Design alu_issue_arbiter, sky130hd; sources not shown.
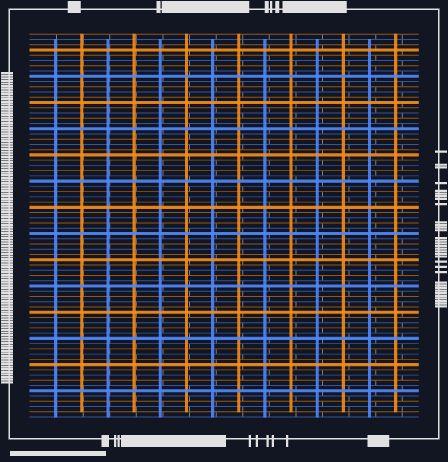
Figure 1: run 1, power grid.
Scale bar: 50 um. Pins as bars on the die edge. Tap cells in grey.
VDD: marked orange. VSS: marked blue.
14 straps on met4. 14 straps on met5.
Die H: 222.1 um
Die Width: 222.1 um
Core ar.: 40100 um^2

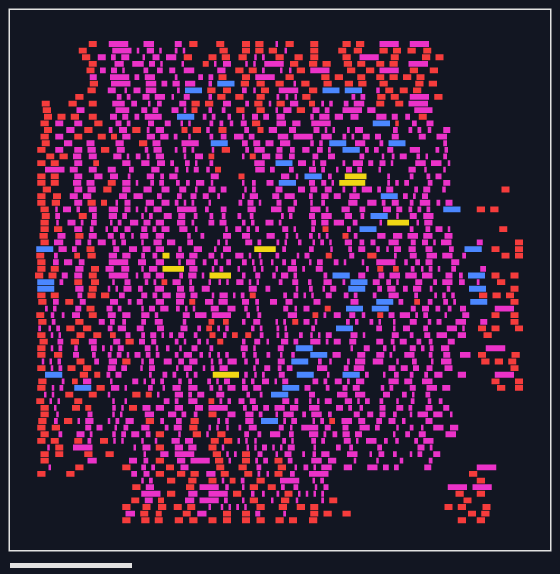
Figure 2: run 1, cell classes on the final placement.
Scale bar: 50 um.
all other logic: marked magenta, cells 1337. flip-flops: marked blue, cells 41. other buffers and delay cells: marked red, cells 378. clock drivers and dummy loads: marked yellow, cells 8.
post-route cell area: 15140 um^2
fraction of area in registers: 5.422%
FP Rows: 73

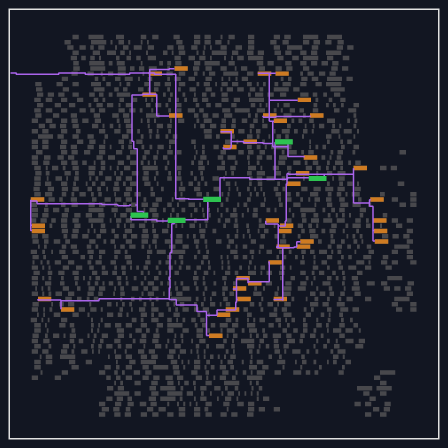
Figure 3: run 1, clock wires, drivers and flops.
flip-flops: marked orange, count 41. cells driving clock nets: marked green, count 5. clock wires: marked purple, length 1090 um.
There are 6 routed clock nets.
clk_skew: 0.007686 ns
clk latency late pin: 0.31 ns

==> impl_metrics.toml, run 1 <==
# physical design summary
[outcome]
status = "finished clean"

[setup_path]
path_cells = "clkdlybuf4s50_1 -> mux4_2 -> nor2b_1 -> o21a_1 -> nor2_8 -> mux4_2 -> nor2_1 -> buf_4 -> and2_1 -> a21oi_1 -> xnor2_1 -> ha_1 -> nand3_1 -> o22ai_1 -> a2111oi_0 -> a21oi_1 -> a311o_1 -> nand4_1 -> a311oi_1 -> a31oi_1 -> xor2_1 -> o221ai_1 -> a22o_1"
r2r_setup_slack_ns = 2.96
cp_num_cells = 23
path_buffers = 2
end_kind = "flop"
worst_ep_arrival_time_ns = 9.74

[cts]
clockBufferDepth = 2
cts.sinks = 41
cts.htree.levels = 2

[sta]
finalWorstSetupSlack_ns = 1.160
slew_headroom_pct = 37.94
grt_setup_unrepaired = "no"
finalCritPeriodShare_pct = 89.16

[finish]
nFillCells = 4583
lay_top_cells = "333 x clkdlybuf4s50_1, 199 x nand2_1, 186 x mux2i_1, 103 x a21oi_1, 93 x nor2_1"
largest_register_ff_count = 32
postLayoutCoreUtil_pct = 37.75
logic_gate_count = 1295
inverters = 42
diodes = 4

[grt]
grt_util_met1_pct = 30.78
grt_pass1_wl_um = 96520
grt_max_degree = 59

[yosys]
ys.flops = 41
edf_count = 0
async_flop_share_pct = 0
ys_sh_mux_pct = 27.84
ys_sh_xor_pct = 4.528
simple_gate_area_share_pct = 21.21
yosysTopAreaCell = "mux2i_1"
yosysCellCount = 1486
syn-num-nets = 1850

[placement]
placed_cells = 2281
place_area_um2 = 14930
gp_congestion = 0.9571
dp_hpwl_um = 53540

[hold_path]
min_path_cells = 2
hold_class = "reg2reg"

[die]
fp-utilization_pct = 27.49
ios = 334

[route]
highest_layer = "met4"
-- run 1: cell usage after synthesis (7+ instances only) --
cell,n
o31ai_1,15
clkbuf_1,71
o21a_1,11
a211oi_1,39
buf_1,13
a21o_1,16
mux2i_1,186
a22oi_1,20
a21oi_1,105
xor2_1,26
buf_2,18
nand2b_1,7
nor3_1,21
nand2_1,200
mux4_2,40
ha_1,72
o211ai_1,14
a31oi_1,24
xnor2_1,31
nor2b_1,18
nand3b_1,15
inv_1,37
and3_1,18
o22ai_1,10
o21ai_1,9
a221oi_1,9
nor4_1,7
o21ai_0,80
or3_1,10
mux2_2,25
and2_1,22
nand3_1,52
dfxtp_1,41
nor2_1,93
==> run 2: changes to the inputs <==
Settings changed: ABC_AREA from default to 1, ABC_CLOCK_PERIOD_IN_PS from default to 10700, CORE_UTILIZATION 27 to 23, PLACE_DENSITY 0.83 to 0.84.
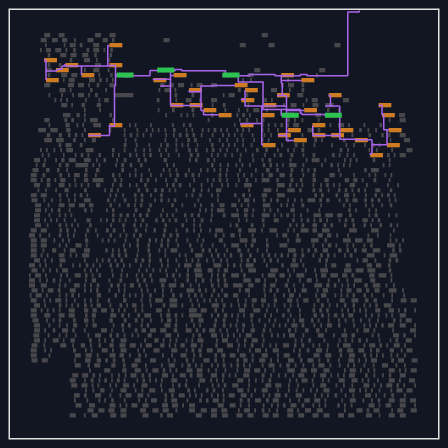
Figure 4: run 2, clock wires, drivers and flops.
clock wires: marked purple, length 751 um. flip-flops: marked orange, count 41. cells driving clock nets: marked green, count 5.
There are 6 routed clock nets.
clk latency late pin: 0.29 ns
clk_skew: 0.005173 ns

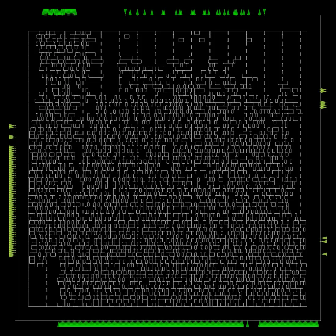
Figure 5: run 2, cell outlines without signal wires.
Core ar.: 44410 um^2
Tapcells: 592
Fillers: 5680
flip-flops: 41
Final Core Density: 32.09%

==> run 2 against run 1 <==
Count of clock-buffer cells in the layout up 1. Sequential cell count unchanged. First-iteration DRC count is 33% lower. Fmax rose by 2.9%. Synthesized cell count up 35%. Die area rose by 9.7%. Global-route usage is 2.4 points lower. Final cell count increased by 25%. Via count increased by 5.8%. Setup slack better by 0.27 ns.
==> impl_metrics.toml, run 2 <==
# physical design summary
[grt]
grt_pass1_wl_um = 94790
globalRouteOverflowTotal = 0
grt_max_degree = 54
grt_util_met1_pct = 25.24

[placement]
place_area_um2 = 14050
gp_congestion = 0.9227
dp_hpwl_um = 53160
placed_cells = 2852

[cts]
clockBufferDepth = 2
cts.sinks = 41
cts.htree.levels = 2

[yosys]
ys_sh_xor_pct = 3.118
ys_sh_mux_pct = 0
simple_gate_area_share_pct = 53.06
common_cells = "825 x nand2_1, 259 x nand3_1, 193 x inv_1"
async_flop_share_pct = 0
syn-num-nets = 2367
yosysTopAreaCell = "nand2_1"
ys.flops = 41

[finish]
largest_register_ff_count = 32
lay_top_cells = "825 x nand2_1, 333 x clkdlybuf4s50_1, 259 x nand3_1, 192 x inv_1, 123 x nor2_1"
fin_area_um2 = 14250

[setup_path]
r2r_setup_slack_ns = 3.06
cp_num_cells = 33
end_kind = "flop"
worst_ep_arrival_time_ns = 9.43
path_delay_family = "simple AND/OR/NAND/NOR gates"
path_buffers = 5

[die]
fp-utilization_pct = 23.40
ios = 334
rows = 77

[hold_path]
min_path_cells = 2
hold_class = "reg2reg"

[job]
tool_warnings = 35

[route]
wl_met3_um = 1747
highest_layer = "met4"

[sta]
grt_setup_unrepaired = "no"
slew_headroom_pct = 48.36
finalCritPeriodShare_pct = 86.65
finalWorstSetupSlack_ns = 1.429

[outcome]
status = "finished clean"
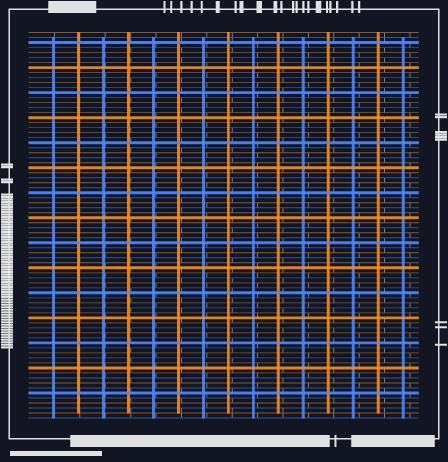
Figure 6: run 2, power grid.
Scale bar: 50 um. Pins as bars on the die edge. Tap cells in grey.
VDD: marked orange. VSS: marked blue.
78 met1 rails follow the rows. 592 tap cells. The core has 77 rows.
Die Width: 232.6 um
Die H: 232.6 um

## run 2: netlist changes by cell type after synthesis, sizes merged, moves of 24 or more
cell / delta
mux2i: -187
buf: +43
mux4: -40
mux2: -26
nand3: +215
inv: +160
xnor2: -24
nor2: +39
a211oi: -39
clkbuf: -53
nand2: +651
## run 2: cell type report
| type | instances | share of cell area (%) |
|---|---|---|
| inverter | 204 | 5.407 |
| sequential | 41 | 5.758 |
| clock inverter | 2 | 0.2633 |
| clock buffer | 6 | 0.9744 |
| multi-input combinational | 1660 | 57.59 |
| antenna | 12 | 0.2107 |
| tap | 592 | 5.197 |
| timing repair buffer | 355 | 24.60 |
